Figure 1. Logic cells by family.
The bar under the picture is 20 um long.
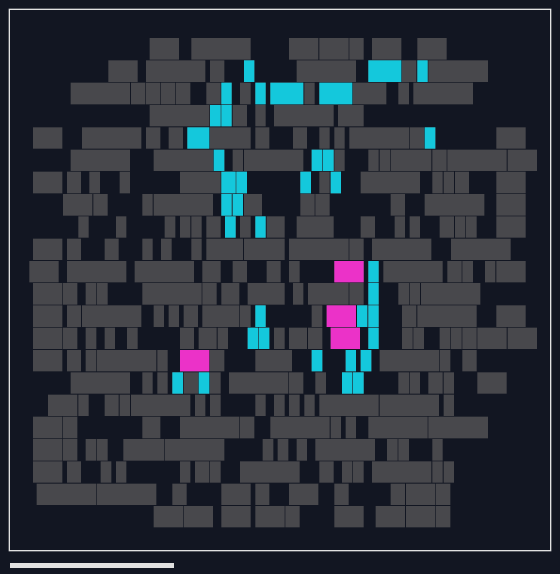
Figure 2. Met3 routing.
The bar under the picture is 20 um long.
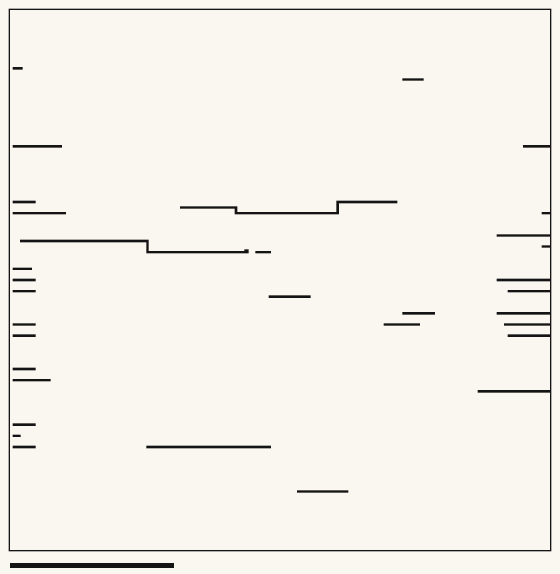
Figure 3. Placement density heat map.
7 x 7 tiles, from black (low) to pale yellow (high), 0 to 100% covered.
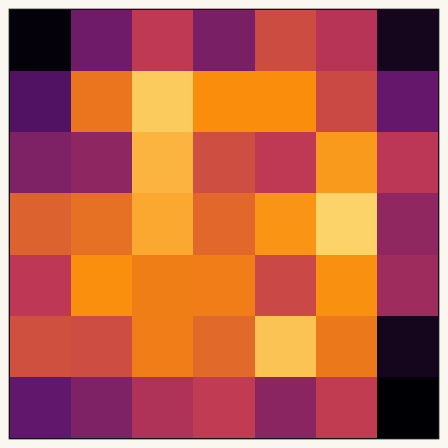
==> config.mk <==
export PLATFORM = sky130hd
export DESIGN_NAME = serial_mag_cmp_ctrl
export DESIGN_NICKNAME = d
export VERILOG_FILES = /design/src/rtl/serial_mag_cmp_ctrl.sv
export SDC_FILE = /design/constraint.sdc
export NUM_CORES = 1
export LEC_CHECK = 0
export ABC_AREA = 1
export CAP_MARGIN = 10
export CORE_MARGIN = 1.5
export CORE_UTILIZATION = 49
export CTS_CLUSTER_SIZE = 28
export DETAILED_ROUTE_END_ITERATION = 8
export PLACE_DENSITY = 0.77
export SYNTH_ARGS = -nofsm -noshare
export SYNTH_HDL_FRONTEND = slang
export SYNTH_SLANG_ARGS = --single-unit
==> constraint.sdc <==
create_clock -name clk -period 4.75 [get_ports clk]
set_clock_uncertainty 0.15 [all_clocks]
set_input_delay 0.7125 -clock clk [delete_from_list [all_inputs] [get_ports clk]]
set_output_delay 0.7125 -clock clk [all_outputs]
set_load 0.005 [all_outputs]
==> src/rtl/serial_mag_cmp_ctrl.sv <==
// Multi-cycle unsigned magnitude comparator: one SLICE-bit compare slice is stepped
// LSB-first across the captured operands, cascading lt/eq/gt through a register.
module serial_mag_cmp_ctrl #(
  parameter int WIDTH = 16,
  parameter int SLICE = 4
) (
  input  logic             clk,
  input  logic             rst,
  input  logic             start,
  input  logic [WIDTH-1:0] a,
  input  logic [WIDTH-1:0] b,
  output logic             busy,
  output logic             done,
  output logic             lt,
  output logic             eq,
  output logic             gt
);

  localparam int NSLICE = WIDTH / SLICE;
  localparam int IW     = (NSLICE > 1) ? $clog2(NSLICE) : 1;

  generate
    if (SLICE < 1 || (WIDTH % SLICE) != 0 || NSLICE < 1) begin : g_bad_params
      $error("serial_mag_cmp_ctrl: WIDTH must be a positive multiple of SLICE");
    end
  endgenerate

  typedef enum logic [1:0] {IDLE, RUN, DONE} state_t;

  state_t           state_reg;
  logic [WIDTH-1:0] a_reg;
  logic [WIDTH-1:0] b_reg;
  logic [IW-1:0]    idx_reg;
  logic [2:0]       casc_reg;   // {L,E,G} result of the slices below idx_reg

  logic [SLICE-1:0] a_sl [NSLICE];
  logic [SLICE-1:0] b_sl [NSLICE];
  logic [SLICE-1:0] sa;
  logic [SLICE-1:0] sb;
  logic [2:0]       slice_res;
  logic             last_slice;

  genvar gi;
  generate
    for (gi = 0; gi < NSLICE; gi++) begin : g_slices
      assign a_sl[gi] = a_reg[gi*SLICE +: SLICE];
      assign b_sl[gi] = b_reg[gi*SLICE +: SLICE];
    end
  endgenerate

  // A differing slice decides outright; an equal slice defers to the lower slices.
  always_comb begin
    sa        = a_sl[idx_reg];
    sb        = b_sl[idx_reg];
    slice_res = casc_reg;
    if (sa < sb)      slice_res = 3'b100;
    else if (sa > sb) slice_res = 3'b001;
    last_slice = (idx_reg == IW'(NSLICE - 1));
  end

  always_ff @(posedge clk) begin
    if (rst) begin
      state_reg    <= IDLE;
      a_reg        <= '0;
      b_reg        <= '0;
      idx_reg      <= '0;
      casc_reg     <= 3'b000;
      busy         <= 1'b0;
      done         <= 1'b0;
      {lt, eq, gt} <= 3'b000;
    end else begin
      case (state_reg)
        IDLE, DONE: begin
          done <= 1'b0;
          if (start) begin
            a_reg        <= a;
            b_reg        <= b;
            casc_reg     <= 3'b010;
            idx_reg      <= '0;
            {lt, eq, gt} <= 3'b000;
            busy         <= 1'b1;
            state_reg    <= RUN;
          end else begin
            state_reg <= IDLE;
          end
        end
        RUN: begin
          casc_reg <= slice_res;
          if (last_slice) begin
            {lt, eq, gt} <= slice_res;
            done         <= 1'b1;
            busy         <= 1'b0;
            state_reg    <= DONE;
          end else begin
            idx_reg <= idx_reg + 1'b1;
          end
        end
        default: state_reg <= IDLE;
      endcase
    end
  end

endmodule

==> results.toml <==
# physical design summary
[timing]
fmax_ghz = 0.4262
finalSetupTns_ns = 0
hold_viol = 0
timing.max_slew.rel_slack_pct = 56.26
report.final.setup_viol = 0

[yosys]
synthTopCellsByArea = "dfxtp_1 45%, nor2_1 14%, o21ai_0 9.3%"
synthFlopType = "dfxtp_1"
synth_cells = 258
ys_cells = 258

[routing]
drcViolationCount = 0
ant_nets = 0

[global_route]
grt_pass1_vias = 1540

[outcome]
run_status = "finished, final reports clean"

[die]
core_area_mm2 = 0.003744
io_pins = 40

[clocking]
postCtsHoldBufs = 0
clockRootBuffer = "clkbuf_8"
cts_sinks = 44

[layout]
flop_area_um2 = 880.8
fin_cells = 339
fillers = 369

[placed_design]
placed_cells = 331

[power]
ir_worst_vdd_uv = 205.1

[worst_setup_path]
crit_required_ns = 4.82
crit_top_cell = "nand2_1"
-- Figure 1 (at the start) --
family	colour	cells	most used
non-inverting ao/oa cells	magenta	4	a32o_1
nand cells	cyan	37	nand2_1

-- Figure 2 (at the start) --
nets with wire on the layer	29
longest straight run	15.4 um
share of all routed wire	4.7%
wire length on this layer	182 um

-- Figure 3 (at the start) --
tiles over 75% full	22%
densest ninth of the die	centre
fullest tile	90%

[cells in the final DEF (no fill, tap or decap), types with 4 or more instances in the layout]
master	synthesis	layout
a21oi_1	16	16
o21ai_1	8	8
inv_1	10	10
o21ai_0	36	36
nand2_1	32	32
a32o_1	4	4
o22ai_1	4	4
clkdlybuf4s50_1	0	39
ha_1	5	5
clkbuf_8	1	6
nor2_1	74	74
dfxtp_1	44	44
[routing by layer]
layer	wire [um]	up-vias	share of wire, %	GRT usage [%]
met5	0	-	0	0
met4	49	0	1.3	6.122
met3	181	6	4.7	5.111
met2	1733	37	45	32.45
met1	1914	758	49	24.92
li1	-	902	-	-
[final timing paths]
check / cells past startpoint / endpoint / start
min: 2 / done / done
max reg2reg: 9 / casc_reg[1] / idx_reg[0]
min reg2reg: 2 / done / done
max: 9 / casc_reg[1] / idx_reg[0]
[cell type report]
| class | instances | share of cell area, % |
|---|---|---|
| Inverter | 14 | 2.636 |
| Multi-Input combinational cell | 186 | 37.48 |
| Timing Repair Buffer | 39 | 16.45 |
| Clock buffer | 8 | 3.795 |
| Tap cell | 48 | 2.530 |
| Sequential cell | 44 | 37.11 |
[through the flow]
step                hold WS, ns  cell area [um2]  worst slack, ns
floorplan                0.2933             1942            2.876
finish                   0.3180             2374            2.404
detailed placement       0.3028             2283            2.467
global placement         0.2937             2283            2.533
global route             0.3375             2374            2.111
CTS                      0.3145             2374            2.412
[cells by family (layout without fill, tap and decap cells)]
| logic type | Yosys count | after routing | synth area share, % |
|---|---|---|---|
| flip-flops | 44 | 44 | 45.36 |
| buffers and inverters | 28 | 61 | 8.827 |
| AND-OR/OR-AND | 68 | 68 | 18.81 |
| AND/OR/NAND/NOR | 113 | 113 | 23.78 |
| adder cells (fa/ha/maj) | 5 | 5 | 3.222 |
[power groups by stage]
| stage | Sequential, mW | Clock (mW) | Combinational [mW] |
|---|---|---|---|
| 6_report | 0.422 | 0.238 | 0.160 |
| 2_1_floorplan | 0.420 | 0 | 0.121 |
| 3_3_place_gp | 0.430 | 0 | 0.157 |
| 5_1_grt | 0.426 | 0.257 | 0.185 |
| 3_5_place_dp | 0.430 | 0 | 0.160 |
| 4_1_cts | 0.421 | 0.242 | 0.161 |
[worst reg2reg max path, stage by stage (launching register included)]
cell	delay, ns
dfxtp_1	0.74
inv_4	0.18
o21ai_0	0.20
o22ai_1	0.09
ha_1	0.31
nand2_1	0.08
nor2_2	0.15
nand2_1	0.06
nand3b_1	0.17
a21oi_1	0.14
